==> images/class_map.png <==
The bar under the picture is 50 um long. Fill, decap, tap and diode cells in grey.
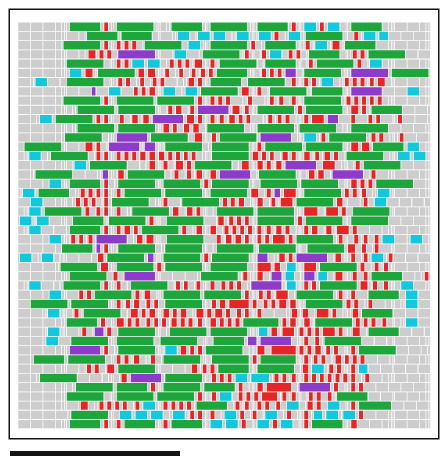
==> images/placed.png <==
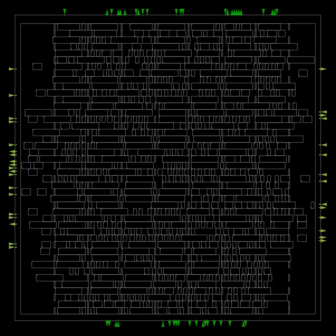
==> images/layers.png <==
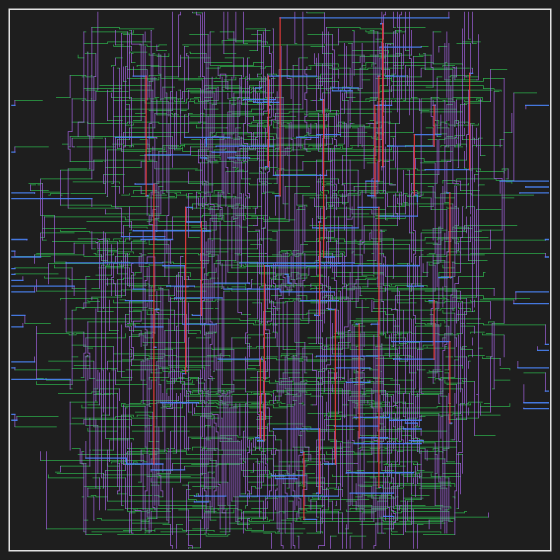
==> images/m1.png <==
Supply wires on this layer in grey.
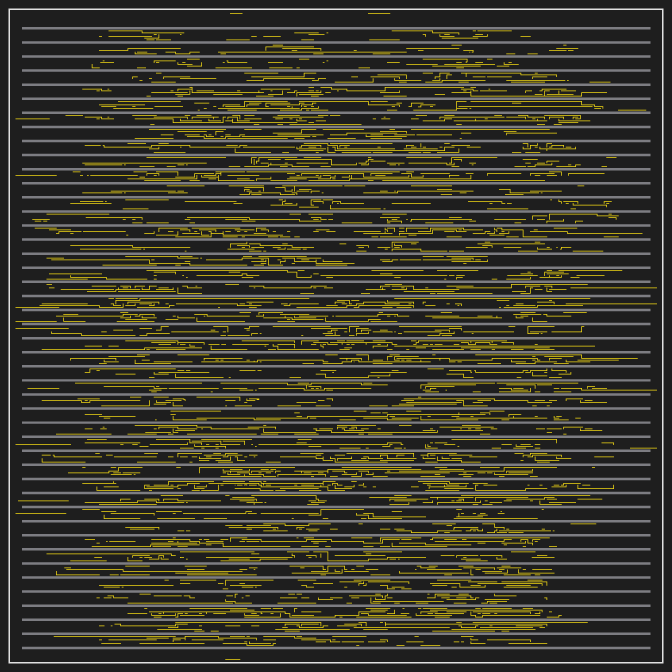
==> images/route_heat.png <==
The die is cut into 25 by 25 equal tiles; black is low, pale yellow is high, scaled to the fullest tile. Values are wire area over tile area, all layers added.
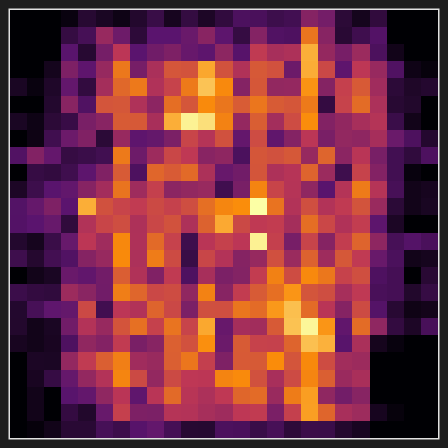
**config.mk**
```make
export PLATFORM = sky130hd
export DESIGN_NAME = vx_slot_picker
export DESIGN_NICKNAME = d
export VERILOG_FILES = /design/src/rtl/vx_slot_picker_pkg.sv /design/src/rtl/VX_find_first.sv /design/src/rtl/vx_slot_picker.sv
export SDC_FILE = /design/constraint.sdc
export NUM_CORES = 1
export LEC_CHECK = 0
export ABC_AREA = 1
export CELL_PAD_IN_SITES_DETAIL_PLACEMENT = 1
export CELL_PAD_IN_SITES_GLOBAL_PLACEMENT = 1
export CORE_MARGIN = 2
export CORE_UTILIZATION = 48
export CTS_CLUSTER_SIZE = 28
export DETAILED_ROUTE_END_ITERATION = 10
export PLACE_DENSITY = 0.94
export SKIP_LAST_GASP = 1
export SLEW_MARGIN = 40
export SYNTH_ARGS = -nofsm -noshare
export SYNTH_HDL_FRONTEND = slang
export SYNTH_HIERARCHICAL = 1
export SYNTH_SLANG_ARGS = --single-unit
```
**constraint.sdc**
```tcl
create_clock -name clk -period 5.4 [get_ports clk]
set_clock_uncertainty 0.1 [all_clocks]
set_input_delay 1.08 -clock clk [delete_from_list [all_inputs] [get_ports clk]]
set_output_delay 1.08 -clock clk [all_outputs]
set_load 0.05 [all_outputs]
```
**src/rtl/vx_slot_picker_pkg.sv**
```systemverilog
// Shared sizing helpers for the slot picker.
// log2up keeps index fields at least one bit wide so a single-slot pool still has an index.
package vx_slot_picker_pkg;

    function automatic int log2up(input int n);
        return (n > 1) ? $clog2(n) : 1;
    endfunction

endpackage

```
**src/rtl/VX_find_first.sv**
```systemverilog
// Priority select of the payload of the first set valid bit; scan from index 0 or from N-1.
// Purely combinational; valid_out is the OR of all valid bits.
module VX_find_first #(
    parameter int N       = 4,
    parameter int DATAW   = 8,
    parameter int REVERSE = 0
) (
    input  logic [N-1:0]       valid_in,
    input  logic [N*DATAW-1:0] data_in,
    output logic [DATAW-1:0]   data_out,
    output logic               valid_out
);

    // Later loop iterations override earlier ones, so the scan runs towards the winning end.
    always_comb begin
        data_out  = '0;
        valid_out = |valid_in;
        for (int i = 0; i < N; i++) begin
            if (REVERSE != 0) begin
                if (valid_in[i]) begin
                    data_out = data_in[i*DATAW +: DATAW];
                end
            end else begin
                if (valid_in[N-1-i]) begin
                    data_out = data_in[(N-1-i)*DATAW +: DATAW];
                end
            end
        end
    end

endmodule

```
**src/rtl/vx_slot_picker.sv**
```systemverilog
// Unordered N-slot pool: pushes fill the lowest free slot, the output register pulls the first/last occupied slot.
// Entry reaches out_valid one edge after its push at the earliest; out_valid & ~out_ready holds the output and frees nothing.
module vx_slot_picker
    import vx_slot_picker_pkg::*;
#(
    parameter int N       = 4,
    parameter int DATAW   = 32,
    parameter int REVERSE = 0
) (
    input  logic                  clk,
    input  logic                  reset_n,
    input  logic                  in_valid,
    input  logic [DATAW-1:0]      in_data,
    output logic                  in_ready,
    output logic                  out_valid,
    output logic [DATAW-1:0]      out_data,
    output logic [log2up(N)-1:0]  out_slot,
    input  logic                  out_ready,
    output logic [$clog2(N+1):0]  occupancy
);

    localparam int LW = log2up(N);
    localparam int OW = $clog2(N+1) + 1;
    localparam int SW = LW + DATAW;

    logic [N-1:0]     slot_valid_q, slot_valid_d;
    logic [DATAW-1:0] slot_data_q [N];
    logic [DATAW-1:0] slot_data_d [N];
    logic             out_valid_q, out_valid_d;
    logic [DATAW-1:0] out_data_q, out_data_d;
    logic [LW-1:0]    out_slot_q, out_slot_d;

    logic [N*LW-1:0]  free_flat;
    logic [N*SW-1:0]  sel_flat;
    logic [LW-1:0]    free_idx;
    logic             free_any;
    logic [SW-1:0]    sel_dat;
    logic             sel_any;
    logic [LW-1:0]    sel_idx;
    logic             push;
    logic             load;

    // Each candidate carries its own slot index so the winner reports where it came from.
    always_comb begin
        free_flat = '0;
        sel_flat  = '0;
        for (int i = 0; i < N; i++) begin
            free_flat[i*LW +: LW] = LW'(i);
            sel_flat[i*SW +: SW]  = {LW'(i), slot_data_q[i]};
        end
    end

    VX_find_first #(
        .N       (N),
        .DATAW   (LW),
        .REVERSE (0)
    ) u_free_find (
        .valid_in  (~slot_valid_q),
        .data_in   (free_flat),
        .data_out  (free_idx),
        .valid_out (free_any)
    );

    VX_find_first #(
        .N       (N),
        .DATAW   (SW),
        .REVERSE (REVERSE)
    ) u_sel_find (
        .valid_in  (slot_valid_q),
        .data_in   (sel_flat),
        .data_out  (sel_dat),
        .valid_out (sel_any)
    );

    // A slot freed by this cycle's load is not visible as free until the next cycle.
    assign in_ready = free_any;
    assign push     = in_valid & free_any;
    assign load     = sel_any & (~out_valid_q | out_ready);
    assign sel_idx  = sel_dat[SW-1 -: LW];

    always_comb begin
        slot_valid_d = slot_valid_q;
        slot_data_d  = slot_data_q;
        out_valid_d  = out_valid_q;
        out_data_d   = out_data_q;
        out_slot_d   = out_slot_q;
        if (load) begin
            out_valid_d           = 1'b1;
            out_data_d            = sel_dat[DATAW-1:0];
            out_slot_d            = sel_idx;
            slot_valid_d[sel_idx] = 1'b0;
        end else if (out_valid_q & out_ready) begin
            out_valid_d = 1'b0;
        end
        if (push) begin
            slot_valid_d[free_idx] = 1'b1;
            slot_data_d[free_idx]  = in_data;
        end
    end

    always_ff @(posedge clk or negedge reset_n) begin
        if (!reset_n) begin
            slot_valid_q <= '0;
            out_valid_q  <= 1'b0;
            out_data_q   <= '0;
            out_slot_q   <= '0;
        end else begin
            slot_valid_q <= slot_valid_d;
            out_valid_q  <= out_valid_d;
            out_data_q   <= out_data_d;
            out_slot_q   <= out_slot_d;
        end
    end

    // Payload storage needs no reset: a slot is only read while its valid bit is set.
    always_ff @(posedge clk) begin
        slot_data_q <= slot_data_d;
    end

    always_comb begin
        occupancy = OW'(out_valid_q);
        for (int i = 0; i < N; i++) begin
            occupancy = occupancy + OW'(slot_valid_q[i]);
        end
    end

    assign out_valid = out_valid_q;
    assign out_data  = out_data_q;
    assign out_slot  = out_slot_q;

endmodule

```
==> impl_metrics.py <==
# Generated from Yosys and OpenROAD reports
metrics = {
    "global_route": {
        "antenna_found_initial": 0,
        "grt_max_degree": 71,
        "grt_overflow": 0,
        "grt_first_pass_wirelength_mm": 32.0,
        "via_count_of_the_first_global_routing_pass": 5667,
    },
    "drt": {
        "drc_errors": 0,
        "drtPass1Iterations": 5,
        "antenna_left": 0,
        "number_of_vias_per_cell_after_detailed_routing": 5.60,
        "drtIter0Drc": 470,
    },
    "critical_path": {
        "crit_path_start_kind": "register",
        "end_kind": "output port",
        "r2r_slack_ns": 2.66,
        "worst-path-max-fanout": 4,
        "worstPathRequired_ns": 4.22,
        "crit_arrival_ns": 3.06,
        "timing_worst_setup_path_type": "reg2out",
    },
    "power_and_ir_drop": {
        "totalPowerFinal_w": 0.00576,
        "p_leak_nw": 3.46,
        "power_per_cell_area_nw_per_um2": 679,
        "irDropWorstVdd_mv": 0.305,
    },
    "timing": {
        "setup_repair_after_global_routing_missed_its_margin": "false",
        "setup-violations-final": 0,
        "max_slew.worst_pin.slew_ns": 0.809,
        "finalHoldViolCount": 0,
        "report.final.slew_viol_count": 0,
        "period_minus_slack_ns": 4.24,
        "fmax_ghz": 0.236,
        "final.period_utilization_pct": 78.4,
        "fin_setup_tns_ns": 0,
        "maxSlewHeadroom_pct": 45.8,
    },
    "logic_synthesis": {
        "main_flop_type_after_synthesis": "edfxtp_1",
        "netlist_area_um2": 7140,
        "ys_seq_share_pct": 67.5,
        "synth_area_per_cell_um2": 11.1,
        "synth.lib_cells_used.distinct": 24,
        "ys_async_sr_fraction_pct": 23.4,
        "synth_chip_area_um2": 7140,
        "enable_flop_cells": 128,
        "synthCells": 645,
        "ys_cells": 645,
        "synthesis.yosys.warnings": 6,
        "synth_flops": 167,
    },
    "floorplanning": {
        "design.portCount": 76,
        "dieHeight_um": 126,
        "floorplan.die_area_um2": 15900,
        "die_width_um": 126,
        "core_util_floorplan_pct": 49.1,
    },
    "run": {
        "warning_count": 26,
        "timing.max_cap.violations": 0,
    },
    "place": {
        "finalWeightedCongestion": 0.763,
        "port_buffers": 74,
        "dp.final_hpwl_mm": 12.2,
    },
    "clock_tree": {
        "cts_buffer_depth": 2,
        "clock_sinks": 167,
        "root_buffer": "clkbuf_16",
        "path_clk_slew_ns": 0.07,
        "cts_tree": "yes",
        "cts_inserted_buffers": 17,
        "buffer_count_from_post_cts_setup_fixing": 0,
        "clock_latency_ns": 0.43,
        "h-tree-depth": 4,
        "post_cts_resized": 0,
        "cts_hold_buffers": 0,
    },
    "layout": {
        "mi_logic_area_um2": 1950,
        "area.growth.synth_to_final_pct": 18.8,
        "layout.cells.most_common_list": "257 x nand2_1, 128 x edfxtp_1, 73 x clkdlybuf4s50_1, 48 x nor2_1, 38 x a21oi_1",
        "num-fill-cells": 1574,
        "mostFrequentLayoutCell": "nand2_1",
        "drive_above_1_share_pct": 12.1,
        "finalNetCount": 767,
        "insertedDiodeCount": 0,
        "seq_area_um2": 4830,
    },
    "worst_hold_path": {
        "hold_class": "reg2reg",
    },
    "status": {
        "run_status": "completed",
    },
}
-- class_map.png (at the start) --
| class | colour | cells | share of their area |
|---|---|---|---|
| registers | green | 167 | 59% |
| remaining buffers and delay cells | cyan | 82 | 9.8% |
| remaining logic cells | red | 460 | 25% |
| clock drivers and dummy loads | purple | 32 | 7.0% |

-- placed.png (at the start) --
core outline area: 14,500 um^2
Final Core Density: 58.3%
final non-filler cell total: 925
Row Count: 44
flip-flop and latch share of the layout cell area: 57.0%

-- layers.png (at the start) --
| layer | colour | wire length |
|---|---|---|
| M1 | green | 8,220 um |
| M3 | blue | 890 um |
| M4 | red | 670 um |
| M2 | purple | 10,600 um |
WL/cell: 22.1 um
DR vias: 5,176
total routing usage reported by global routing: 26.5%
Total Routed Length: 20.4 mm

-- m1.png (at the start) --
wire length on this layer: 8,220 um
longest straight run: 38.6 um

-- route_heat.png (at the start) --
mean over tiles: 0.20
nearly empty tiles: 9.6%
fullest tile: 0.57
tiles over half the peak: 31%
emptiest ninth of the die: upper left

-- power by group --
part           internal (W)  leakage (nW)  switching (W)
registers           0.00179          1.65       0.000270
logic              0.000695          1.54        0.00180
clock network      0.000682         0.279       0.000520
total               0.00317          3.46        0.00259
-- routing by layer --
layer,track usage [%],vias up,part of all wire (%)
li1,-,2269,-
met1,32.6,2647,40
met2,46.4,205,52
met3,4.16,55,4.4
met4,11.7,0,3.3
met5,0,-,0
-- sequential cells by signal, indices dropped and copies added, names as in the netlist --
signal	flops
out_data	32
out_slot	2
out_valid	1
sel_flat	128
slot_valid_q	4
-- Yosys cell counts (2+ instances only) --
library cell	number	area [um^2]
inv_8	2	22.5
buf_6	13	146
buf_4	8	60.1
buf_2	5	25.0
conb_1	2	7.51
clkbuf_8	3	41.3
inv_2	2	7.51
buf_12	3	60.1
nor2_2	30	188
nor2_1	48	180
edfxtp_1	128	3840
nand2_1	257	965
nand3_1	32	160
fa_1	2	40.0
dfrtp_1	39	976
nor3_1	2	10.0
nand3_2	10	100
a21oi_1	38	190
inv_1	16	60.1
-- per-stage QoR --
step                      std cells  hold slack, ns  util [%]  setup WS, ns  area, um^2
after global routing            925           0.405      58.3          1.08        8480
after floorplan                 660           0.383         -          1.41        7190
after global placement          892           0.363      54.2          1.71        7880
after CTS                       925           0.383      58.3          1.16        8470
after detailed placement        893           0.366      54.3          1.61        7900
final                           925           0.379      58.3          1.16        8480
-- layout make-up --
cell class	instances	area share [%]
sequential	167	57.0
tap	184	2.72
inverter	20	1.06
clock buffer	17	5.02
clock inverter	15	1.77
timing repair buffer	82	9.51
multi-input combinational	440	23.0
-- cell families after synthesis --
logic type / synth area share, %
buf+inv: 6.13
compound gates: 2.96
fa+ha+maj: 0.736
simple gates: 22.5
other cells: 0.105
flops: 67.5
-- critical path, stage by stage, from the launching register on --
cell and delay [ns]:
dfrtp_1 0.47, inv_1 0.11, fa_1 0.56, inv_1 0.05
fa_1 0.36, ha_1 0.28, clkdlybuf4s50_1 0.79
-- final timing paths --
path / from / to / cells past startpoint
setup / recovery: out_valid / occupancy[1] / 6
setup reg to reg: slot_valid_q[1] / sel_flat[94] / 9
hold / removal: out_data[29] / out_data[29] / 2
hold reg to reg: out_data[29] / out_data[29] / 2
min in group asynchronous: reset_n / out_data[24] / 1
max in group asynchronous: reset_n / slot_valid_q[3] / 1
No activity file was given, so power comes from the tool's default toggle rates.
